[src/rtl/vga_draw_pkg.sv]
`default_nettype none
// ----------------------------------------------------------------------------
// vga_draw_pkg : shared types and widths for the VGA square-draw arbiter
// Rev 1.0
// ----------------------------------------------------------------------------
package vga_draw_pkg;

   typedef enum logic [1:0] {
      IDLE = 2'd0,
      DRAW = 2'd1,
      DONE = 2'd2
   } draw_state_e;

   localparam int X_W = 12;
   localparam int Y_W = 11;
   localparam int C_W = 3;

   localparam logic [C_W-1:0] BLACK = 3'b000;
   localparam logic [C_W-1:0] RED   = 3'b100;
   localparam logic [C_W-1:0] WHITE = 3'b111;

   // Index width for n requesters; never zero so a 1-bit index still exists.
   function automatic int idx_w(input int n);
      return (n > 1) ? $clog2(n) : 1;
   endfunction

endpackage
`default_nettype wire

[src/rtl/vga_draw_arbiter_rr_priority_pick.sv]
`default_nettype none
// ----------------------------------------------------------------------------
// rr_priority_pick : combinational round-robin picker starting at ptr
// Rev 1.0
// ----------------------------------------------------------------------------
module rr_priority_pick
   import vga_draw_pkg::*;
#(
   parameter int NREQ = 4,
   parameter int IW   = idx_w(NREQ)
) (
   input  logic [NREQ-1:0] req,
   input  logic [IW-1:0]   ptr,
   output logic            valid,
   output logic [IW-1:0]   winner
);

   logic [IW:0]   w_sum;
   logic [IW-1:0] w_idx;

   // Walk offsets from farthest to nearest so the closest request to ptr wins.
   always_comb begin
      valid  = 1'b0;
      winner = '0;
      w_sum  = '0;
      w_idx  = '0;
      for (int off = NREQ - 1; off >= 0; off--) begin
         w_sum = {1'b0, ptr} + (IW+1)'(off);
         if (w_sum >= (IW+1)'(NREQ)) begin
            w_sum = w_sum - (IW+1)'(NREQ);
         end
         w_idx = w_sum[IW-1:0];
         if (req[w_idx]) begin
            valid  = 1'b1;
            winner = w_idx;
         end
      end
   end

endmodule
`default_nettype wire

[src/rtl/vga_draw_arbiter.sv]
`default_nettype none
// ----------------------------------------------------------------------------
// vga_draw_arbiter : round-robin grant of square requesters onto one plot port
// Rev 1.0
// ----------------------------------------------------------------------------
module vga_draw_arbiter
   import vga_draw_pkg::*;
#(
   parameter int NREQ = 4,
   parameter int SIDE = 4
) (
   input  logic                   clk,
   input  logic                   reset_n,
   input  logic [NREQ-1:0]        req,
   input  logic [NREQ*(X_W-1)-1:0] req_x,
   input  logic [NREQ*Y_W-1:0]    req_y,
   input  logic [NREQ*C_W-1:0]    req_colour,
   input  logic                   stall,
   output logic [NREQ-1:0]        ack,
   output logic [NREQ-1:0]        done,
   output logic                   busy,
   output logic [X_W-1:0]         xout,
   output logic [Y_W-1:0]         yout,
   output logic [C_W-1:0]         colourout,
   output logic                   plot
);

   localparam int IW = idx_w(NREQ);
   localparam int SW = $clog2(SIDE);
   localparam int CW = 2 * SW;
   localparam logic [CW-1:0]   c_last_cnt = '1;
   localparam logic [NREQ-1:0] c_one      = NREQ'(1);
   localparam logic [IW-1:0]   c_last_idx = IW'(NREQ - 1);

   logic [X_W-2:0] w_x_arr [NREQ];
   logic [Y_W-1:0] w_y_arr [NREQ];
   logic [C_W-1:0] w_c_arr [NREQ];

   for (genvar gi = 0; gi < NREQ; gi++) begin : g_unpack
      assign w_x_arr[gi] = req_x[gi*(X_W-1) +: (X_W-1)];
      assign w_y_arr[gi] = req_y[gi*Y_W +: Y_W];
      assign w_c_arr[gi] = req_colour[gi*C_W +: C_W];
   end

   draw_state_e    r_state;
   logic [IW-1:0]  r_ptr;
   logic [IW-1:0]  r_win;
   logic [CW-1:0]  r_cnt;
   logic [X_W-2:0] r_x;
   logic [Y_W-1:0] r_y;

   logic           w_valid;
   logic [IW-1:0]  w_winner;
   logic [CW-1:0]  w_cnt_nxt;
   logic [X_W-1:0] w_x_nxt;
   logic [Y_W-1:0] w_y_nxt;

   rr_priority_pick #(
      .NREQ (NREQ),
      .IW   (IW)
   ) u_pick (
      .req    (req),
      .ptr    (r_ptr),
      .valid  (w_valid),
      .winner (w_winner)
   );

   // Low counter bits step x, high bits step y; x carries into bit 11, y wraps.
   assign w_cnt_nxt = r_cnt + 1'b1;
   assign w_x_nxt   = {1'b0, r_x} + {{(X_W-SW){1'b0}}, w_cnt_nxt[SW-1:0]};
   assign w_y_nxt   = r_y + {{(Y_W-SW){1'b0}}, w_cnt_nxt[CW-1:SW]};

   always_ff @(posedge clk) begin
      if (!reset_n) begin
         r_state   <= IDLE;
         r_ptr     <= '0;
         r_win     <= '0;
         r_cnt     <= '0;
         r_x       <= '0;
         r_y       <= '0;
         ack       <= '0;
         done      <= '0;
         busy      <= 1'b0;
         xout      <= '0;
         yout      <= '0;
         colourout <= '0;
         plot      <= 1'b0;
      end else begin
         ack  <= '0;
         done <= '0;
         case (r_state)
            // DONE also grants so back-to-back squares are SIDE*SIDE+1 apart.
            IDLE, DONE: begin
               if (w_valid) begin
                  r_state   <= DRAW;
                  r_win     <= w_winner;
                  r_x       <= w_x_arr[w_winner];
                  r_y       <= w_y_arr[w_winner];
                  r_cnt     <= '0;
                  ack       <= c_one << w_winner;
                  busy      <= 1'b1;
                  xout      <= {1'b0, w_x_arr[w_winner]};
                  yout      <= w_y_arr[w_winner];
                  colourout <= w_c_arr[w_winner];
                  plot      <= 1'b1;
               end else begin
                  r_state <= IDLE;
                  busy    <= 1'b0;
                  plot    <= 1'b0;
               end
            end
            DRAW: begin
               if (stall) begin
                  plot <= 1'b0;
               end else if (r_cnt == c_last_cnt) begin
                  r_state <= DONE;
                  plot    <= 1'b0;
                  done    <= c_one << r_win;
                  r_ptr   <= (r_win == c_last_idx) ? '0 : r_win + 1'b1;
               end else begin
                  r_cnt <= w_cnt_nxt;
                  xout  <= w_x_nxt;
                  yout  <= w_y_nxt;
                  plot  <= 1'b1;
               end
            end
            default: begin
               r_state <= IDLE;
               busy    <= 1'b0;
               plot    <= 1'b0;
            end
         endcase
      end
   end

endmodule
`default_nettype wire

[config.mk]
export PLATFORM = sky130hd
export DESIGN_NAME = vga_draw_arbiter
export DESIGN_NICKNAME = d
export VERILOG_FILES = /design/src/rtl/vga_draw_pkg.sv /design/src/rtl/vga_draw_arbiter_rr_priority_pick.sv /design/src/rtl/vga_draw_arbiter.sv
export SDC_FILE = /design/constraint.sdc
export NUM_CORES = 1
export LEC_CHECK = 0
export CORE_ASPECT_RATIO = 0.6
export CORE_UTILIZATION = 34
export CTS_CLUSTER_SIZE = 16
export DETAILED_ROUTE_END_ITERATION = 8
export PLACE_DENSITY = 0.6
export RECOVER_POWER = 25
export SLEW_MARGIN = 20
export SYNTH_ARGS = -nofsm -noshare
export SYNTH_HDL_FRONTEND = slang
export SYNTH_SLANG_ARGS = --single-unit
[constraint.sdc]
create_clock -name clk -period 6.1 [get_ports clk]
set_input_delay 1.22 -clock clk [delete_from_list [all_inputs] [get_ports clk]]
set_output_delay 1.22 -clock clk [all_outputs]
set_load 0.1 [all_outputs]
==> run_1/placement_by_type.png <==
The bar under the picture is 50 um long.
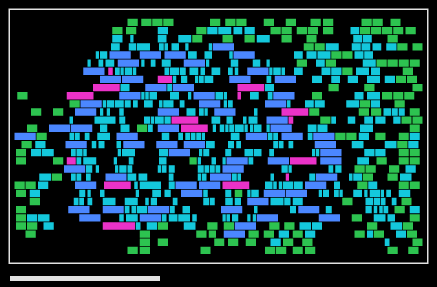
Blue is flops, cells 68. Cyan is combinational and other logic, cells 332. Green is other buffers and delay cells, cells 145. Magenta is clock drivers and dummy loads, cells 16.
Final Util: 51.9%
Finished Cell Area: 5590 um^2
Core Rows: 29
flop share of the area: 24.3%

==> run_1/clk_routes.png <==
The bar under the picture is 50 um long.
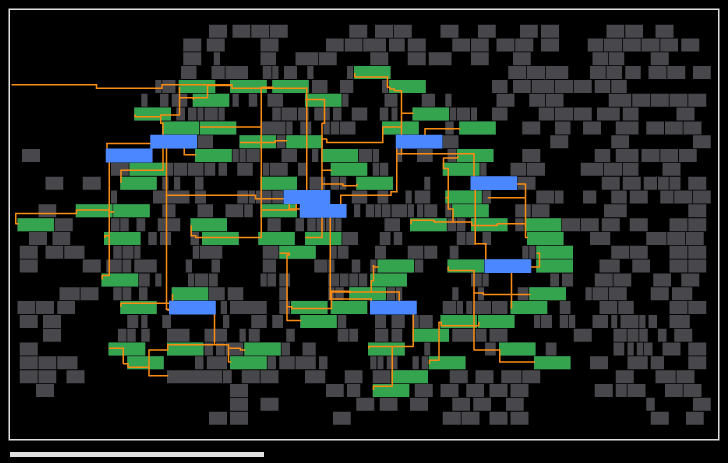
Blue is clock drivers, count 9. Green is flip-flops, count 68. Orange is clock wires, length 860 um.
There are 10 routed clock nets.
clock share of power: 32.8%
clk_lat worst skew: 330 ps

==> results.yml, run 1 <==
# generated from flow reports
status:
  status: "finished, violations left"
  failed_checks: "capacitance limit, slew limit"
logic_synthesis:
  synthTopCellsByArea: "dfxtp_1, mux2i_1, nand3_1, nand2_1, a211oi_2"
  yosysTopAreaCell: "dfxtp_1"
  simple_gate_share_pct: 20.7
  xor_share_pct: 4.55
  adder_share_pct: 2.99
  ff_type: "dfxtp_1"
  ys_top_logic_family: "simple AND/OR/NAND/NOR gates"
  edf_count: 0
  ys_seq_elements: 68
  mux_share_pct: 12.3
  synth.top_cell.area_share_pct: 35.4
  syn-cell-area_um2: 3850
  yosys-stat-cells: 434
  synth_nets: 549
place:
  placed_cells: 684
  dpl.hpwl_um: 9960
floorplanning:
  core-area_um2: 10800
  die_h_um: 84.4
  initial_core_util_pct: 35.7
final_timing:
  slew_violations: 29
  maxSlewHeadroom_pct: -23.7
  setup_viol: 0
  rsz0062_at_grt: "no"
  fin_worst_skew_ps: 7.84
pwr:
  p_seq_share_pct: 34.0
  p_per_area_nw_per_um2: 279
  p_switching_uw: 569
  powerClk_uw: 512
  p_total_uw: 1560
  pg_comb_uw: 518
setup_path:
  r2r_cells: 4
  arrival_ps: 4670
  crit_cells: 6
  critPathKind: "in -> reg"
  crit_chain: "clkdlybuf4s50_1, nor4_1, or2_0, and3_1, nand2_1, o211ai_1"
  worstSetupEndpoint: "yout[7]"
drt:
  via_per_inst: 5.37
  ant_nets: 0
  firstDrtPassIters: 4
  wl_met3_um: 1030
  wl_per_cell_um: 19.2
flow_run:
  cap_violations: 1
global_route:
  busiest_layer: "met1"
  antenna_found_initial: 0
  track_usage_pct: 22.8
  use_met3_pct: 6.50
  grt_remaining_overflow: 0
layout:
  antenna_cells: 0
  lay_top_cells: "clkdlybuf4s50_1, dfxtp_1, nand2_1"
  lay_top_count: "clkdlybuf4s50_1"
  top_register: "xout"
  comb-cell-share_pct: 41.0
  buffers: 145
  clock_area_share_pct: 5.28
  final_cells: 700
  nClkBuffers: 12
hold_path:
  holdPathStages: 2
  hold_path_startpoint: "xout[11]"
clocking:
  tritoncts: "done"
  cts_hold_buf: 0
==> run_1/flops_by_reg.png <==
The bar under the picture is 50 um long.
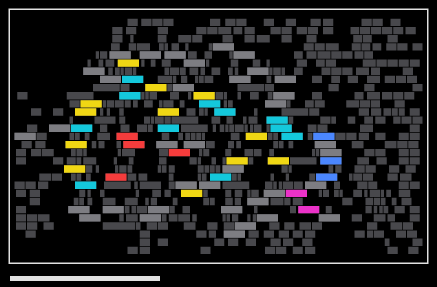
Blue is colourout, placed flops 3. Red is r_cnt, placed flops 4. Cyan is r_x, placed flops 11. Yellow is xout, placed flops 12. Magenta is r_ptr, placed flops 2.
sequential power: 532 uW
register area: 1360 um^2

==> run 1 -> run 2 <==
Settings changed: PLACE_DENSITY 0.6 to 0.63.
Clock period 6.1 ns to 4.06 ns, I/O delays scaled along.
==> results.yml, run 2 <==
# generated from flow reports
status:
  status: "finished, final reports clean"
pwr:
  p_switching_uw: 858
  p_seq_share_pct: 34.5
  p_per_area_nw_per_um2: 411
  seq-power_uw: 797
  pg_comb_uw: 790
  powerClk_uw: 724
  p_total_uw: 2310
layout:
  antenna_cells: 1
  nClkBuffers: 13
  buffers: 151
  seq-cell-share_pct: 24.2
  clock_area_share_pct: 4.81
  lay_top_cells: "clkdlybuf4s50_1, dfxtp_1, nand2_1"
  design_area_um2: 5620
  top_register: "xout"
  final_cells: 706
drt:
  firstDrtPassIters: 5
  ant_nets: 0
  wl_met3_um: 1160
  met1_length_um: 6720
  via_per_inst: 5.46
setup_path:
  arrival_ps: 3580
  crit_cells: 8
  cpLargestDelayFamily: "simple AND/OR/NAND/NOR gates"
  worstSetupEndpoint: "xout[10]"
  r2r_cells: 7
final_timing:
  maxSlewHeadroom_pct: 22.6
  slew_violations: 0
  rsz0062_at_grt: "no"
logic_synthesis:
  ff_type: "dfxtp_1"
  mux_share_pct: 12.3
  ys_warn_count: 0
  synth_nets: 549
  xor_share_pct: 4.55
  ys_top_logic_family: "simple AND/OR/NAND/NOR gates"
  ys_seq_elements: 68
  syn-cell-area_um2: 3850
  simple_gate_share_pct: 20.7
  yosys-stat-cells: 434
  yosysTopAreaCell: "dfxtp_1"
  synthTopCellsByArea: "dfxtp_1, mux2i_1, nand3_1, nand2_1, a211oi_2"
  adder_share_pct: 2.99
  syn_inst: 434
  edf_count: 0
global_route:
  antenna_found_initial: 1
  grt_remaining_overflow: 0
  busiest_layer: "met1"
floorplanning:
  row_count: 29
  core-area_um2: 10800
  die_width_um: 139
  initial_core_util_pct: 35.7
place:
  dpl.hpwl_um: 10000
  placed_cells: 690
clocking:
  tritoncts: "done"
  cts_hold_buf: 0
hold_path:
  holdCritPathClass: "reg -> reg"
flow_run:
  cap_violations: 0
==> run_2/congestion.png <==
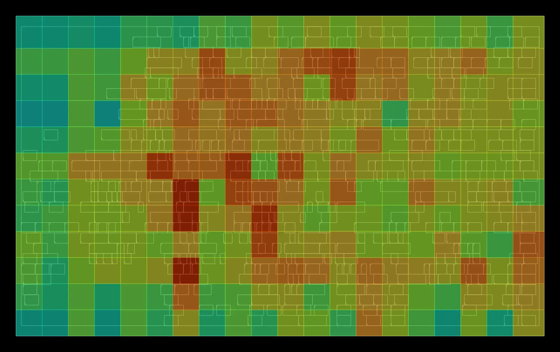
met2 usage: 30.9%
drt wl/cell: 18.8 um
Final Util: 52.2%

==> run_2/clk_routes.png <==
The bar under the picture is 50 um long.
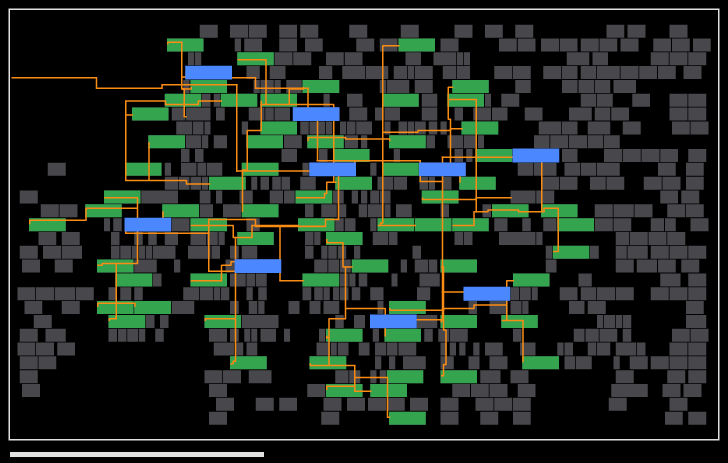
Blue is clock drivers, count 9. Orange is clock wires, length 988 um. Green is flip-flops, count 68.
There are 10 routed clock nets.
skew final: 4.04 ps
clock share of power: 31.3%
clk_lat worst skew: 340 ps

==> run_2/logic_types.png <==
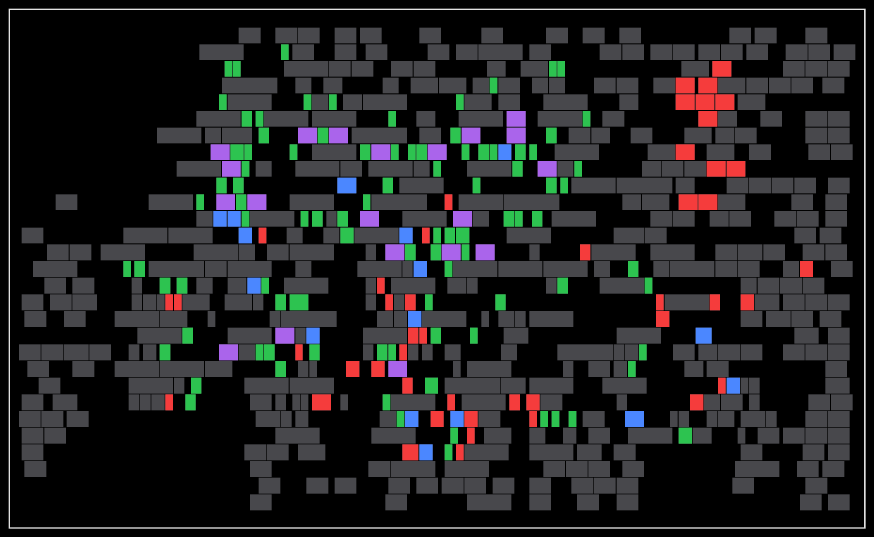
Red is NOR gates, cells 46. Purple is XOR/XNOR gates, cells 20. Green is NAND gates, cells 93. Blue is AND and OR gates, cells 16.
Comb/total area: 40.6%
Commonest Layout Cell: clkdlybuf4s50_1

Power figures rest on the tool's default switching activity, not on a simulated workload.
